Fig. 1: wiring by layer
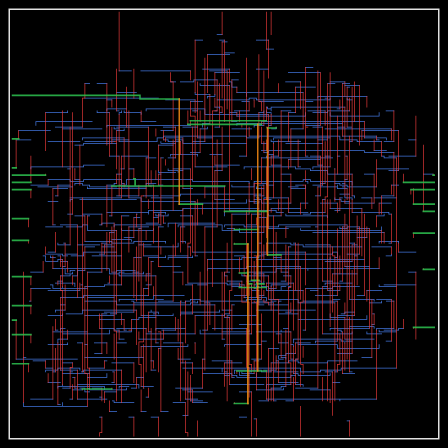
Fig. 2: PDN straps and rails
Bar = 20 um. Pins as bars on the die edge.
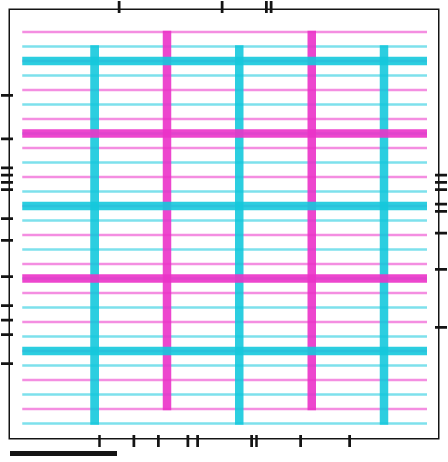
Fig. 3: placed cells, one colour a class
Bar = 20 um.
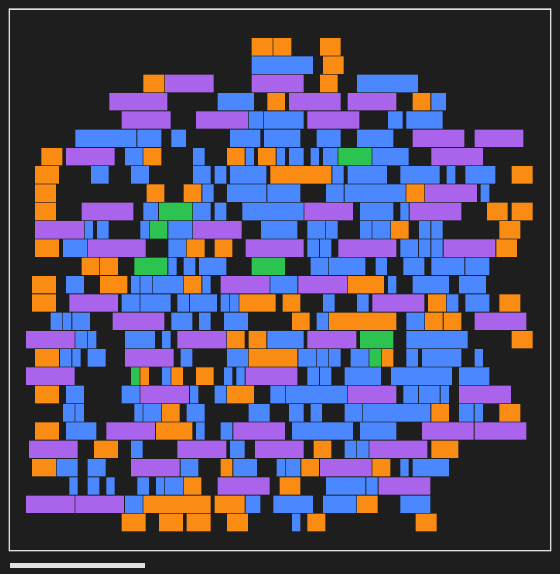
Fig. 4: routing congestion
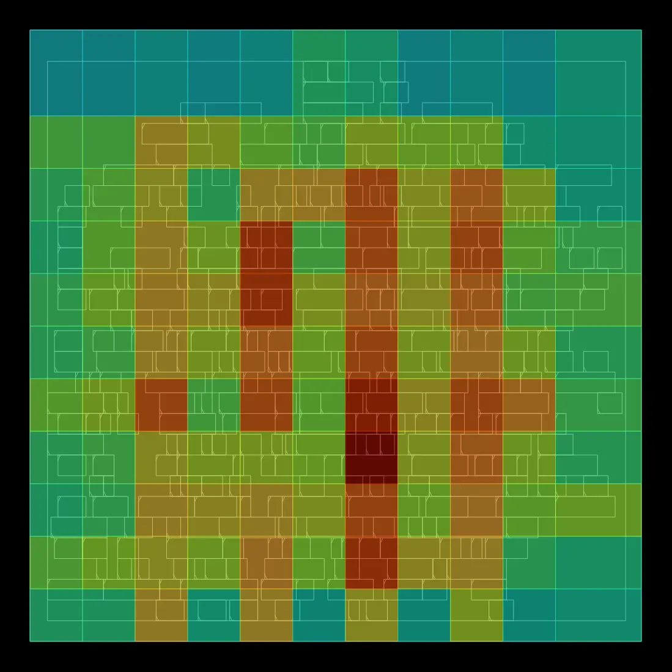
**src/rtl/bin_to_bcd_seq.sv**
```systemverilog
// Sequential double-dabble binary-to-BCD converter, one input bit per clock, valid/ready on both sides.
// Optional ASCII digit output enabled by defining BCD_ASCII_OUT_EN.
module bin_to_bcd_seq #(
    parameter int BIN_W      = 11,
    parameter int BCD_DIGITS = 4
) (
    input  logic                    clk,
    input  logic                    rst_n,
    input  logic                    in_valid,
    output logic                    in_ready,
    input  logic [BIN_W-1:0]        in_bin,
    output logic                    out_valid,
    input  logic                    out_ready,
    output logic [4*BCD_DIGITS-1:0] out_bcd,
`ifdef BCD_ASCII_OUT_EN
    output logic [8*BCD_DIGITS-1:0] out_ascii,
`endif
    output logic                    out_ovf
);

    localparam int BCD_W = 4 * BCD_DIGITS;
    localparam int CNT_W = $clog2(BIN_W + 1);
    localparam logic [63:0] BCD_LIMIT = 64'(10 ** BCD_DIGITS);

    typedef enum logic [1:0] {IDLE, SHIFT, DONE} state_t;

    state_t                   state, state_nxt;
    logic [BCD_W-1:0]         bcd;
    logic [BIN_W-1:0]         bin;
    logic [CNT_W-1:0]         cnt;
    logic [BCD_W+BIN_W-1:0]   shifted;
    logic                     accept;
    logic                     last_shift;

    function automatic logic [BCD_W-1:0] add3_adjust(input logic [BCD_W-1:0] v);
        logic [BCD_W-1:0] r;
        r = v;
        for (int d = 0; d < BCD_DIGITS; d++) begin
            if (r[4*d +: 4] >= 4'd5)
                r[4*d +: 4] = r[4*d +: 4] + 4'd3;
        end
        return r;
    endfunction

`ifdef BCD_ASCII_OUT_EN
    function automatic logic [8*BCD_DIGITS-1:0] to_ascii(input logic [BCD_W-1:0] v);
        logic [8*BCD_DIGITS-1:0] r;
        for (int d = 0; d < BCD_DIGITS; d++)
            r[8*d +: 8] = {4'h3, v[4*d +: 4]};
        return r;
    endfunction
`endif

    // The MSB of the combined register falls off the top nibble; out_ovf accounts for it.
    assign shifted    = {add3_adjust(bcd), bin} << 1;
    assign accept     = (state == IDLE) && in_valid && in_ready;
    assign last_shift = (state == SHIFT) && (cnt == CNT_W'(1));

    always_comb begin
        state_nxt = state;
        case (state)
            IDLE:    if (accept)     state_nxt = SHIFT;
            SHIFT:   if (last_shift) state_nxt = DONE;
            DONE:    if (out_ready)  state_nxt = IDLE;
            default:                 state_nxt = IDLE;
        endcase
    end

    // in_ready is registered so it stays low through reset and rises one edge after release.
    always_ff @(posedge clk) begin
        if (!rst_n) begin
            state     <= IDLE;
            in_ready  <= 1'b0;
            out_valid <= 1'b0;
            out_bcd   <= '0;
            out_ovf   <= 1'b0;
            bcd       <= '0;
            bin       <= '0;
            cnt       <= '0;
`ifdef BCD_ASCII_OUT_EN
            out_ascii <= {BCD_DIGITS{8'h30}};
`endif
        end else begin
            state     <= state_nxt;
            in_ready  <= (state_nxt == IDLE);
            out_valid <= (state_nxt == DONE);
            if (accept) begin
                bin     <= in_bin;
                bcd     <= '0;
                cnt     <= CNT_W'(BIN_W);
                out_ovf <= (64'(in_bin) >= BCD_LIMIT);
            end
            if (state == SHIFT) begin
                {bcd, bin} <= shifted;
                cnt        <= cnt - CNT_W'(1);
                if (last_shift) begin
                    out_bcd <= shifted[BCD_W+BIN_W-1 -: BCD_W];
`ifdef BCD_ASCII_OUT_EN
                    out_ascii <= to_ascii(shifted[BCD_W+BIN_W-1 -: BCD_W]);
`endif
                end
            end
        end
    end

endmodule
```
**config.mk**
```make
export PLATFORM = sky130hd
export DESIGN_NAME = bin_to_bcd_seq
export DESIGN_NICKNAME = d
export VERILOG_FILES = /design/src/rtl/bin_to_bcd_seq.sv
export SDC_FILE = /design/constraint.sdc
export NUM_CORES = 1
export LEC_CHECK = 0
export CAP_MARGIN = 20
export CORE_MARGIN = 2
export CORE_UTILIZATION = 40
export CTS_BUF_LIST = sky130_fd_sc_hd__clkbuf_8
export CTS_CLUSTER_SIZE = 24
export DETAILED_ROUTE_END_ITERATION = 10
export GPL_TIMING_DRIVEN = 0
export PLACE_DENSITY_LB_ADDON = 0.3
export SYNTH_ARGS = -nofsm -noshare
export SYNTH_HDL_FRONTEND = slang
export SYNTH_SLANG_ARGS = --single-unit
```
**constraint.sdc**
```tcl
create_clock -name clk -period 1.4 [get_ports clk]
set_input_delay 0.42 -clock clk [delete_from_list [all_inputs] [get_ports clk]]
set_output_delay 0.42 -clock clk [all_outputs]
set_load 0.005 [all_outputs]
```
==> run notes <==
• capture point of the critical path: out_bcd[2]
• largest net degree at the start of global routing: 16
• sort of element at the start of the critical path: flip-flop
• worst path setup slack after routing: -0.008533 ns
• total net switching power: 0.7595 mW
• slowest cell on the critical path: dfxtp_2
• number of nets at the end of the flow: 337
• total routed wire length on the met1 layer: 2596 um
• hold path endpoint: bin[1]
• Unique masters post-synth: 37
• fraction of power consumed by combinational cells: 0.167
• comb_multi_in: 166
• via count of the first global-routing pass: 2,036
• Most common reg cell: dfxtp_1
• result of the run: finished, violations left
• Met2 Routed Length: 2958 um
• post-synthesis xor/xnor area fraction: 0.01882
• stage-log warning count: 34
• n_diodes: 0
• Final setup viols: 2
• reg-to-reg startpoint: bcd[1]
• worst-case hold slack: 0.4575 ns
• post-synthesis cell count from yosys: 244
• flip-flops: 51
• proportion of final cell area spent on non-clock buffers: 0.2088
• worst-path fanout max: 3
• fraction of the core area occupied by cells at floorplan: 0.4175
• number of top-level pins: 34
• cell depth of the worst min-delay path: 2
• Top cells by area: dfxtp_1 (44%), o2bb2ai_2 (6.5%), ha_1 (5.4%)
• portion of the post-synthesis area used by sequential elements: 0.4387
• leading cell category by total area: multi-input combinational cells
• fraction of registers with async set/reset: 0
• number of maximum-capacitance constraint violations: 0
• Antenna Violating Nets Remaining: 0
• number of resized instances in the post-cts repair step: 93
• total instance count after detailed placement: 348
• CTS buffer count: 5
• AND/OR/NAND/NOR Cells, Area Fraction: 0.1457
• multiplexer area fraction after synthesis: 0.02796
• slowest cell delay on critical path: 0.37 ns
• failing checks: setup timing
• nonclk buf count: 77
• pwr/cell area: 815.2 nW/um2
• placement-stage worst setup slack: -0.6057 ns
• quantity of I/O buffers inserted on ports: 32
• arrival time reported for the critical path endpoint: 1.65 ns
• combinational group power: 0.475 mW
About Fig. 1:
- blue: M1 (wire length 2,600 um)
- green: M3 (wire length 193 um)
- red: M2 (wire length 2,960 um)
- orange: M4 (wire length 120 um)
overall routed net length: 5867 um
overall global routing resource usage: 0.1903
number of vias in the routed layout: 2,084
routed wirelength normalized by instance count: 15.24 um

About Fig. 2:
- cyan: VSS
- magenta: VDD
- met5 straps: 5
- met4 straps: 5
- signal pins: 34
- met1 rails: 28
- rows: 27
die height: 80.28 um
maximum resistive drop on vdd: 0.7427 mV

About Fig. 3:
- blue: remaining logic cells (cells 177)
- green: clock drivers and dummy loads (cells 8)
- purple: registers (cells 51)
- orange: remaining buffers and delay cells (cells 77)
Final Cell Area: 3493 um2
flop share of the area: 0.3052
standard-cell row count: 27
Core Box Area: 5574 um2

About Fig. 4:
Core Util, Final: 0.6267
met3 usage in global routing: 0.03483
met1 GRT Util: 0.2331
global-route track usage on met2: 0.3350
grt peak-use layer: met2

Power is estimated from default activity; no workload was simulated.
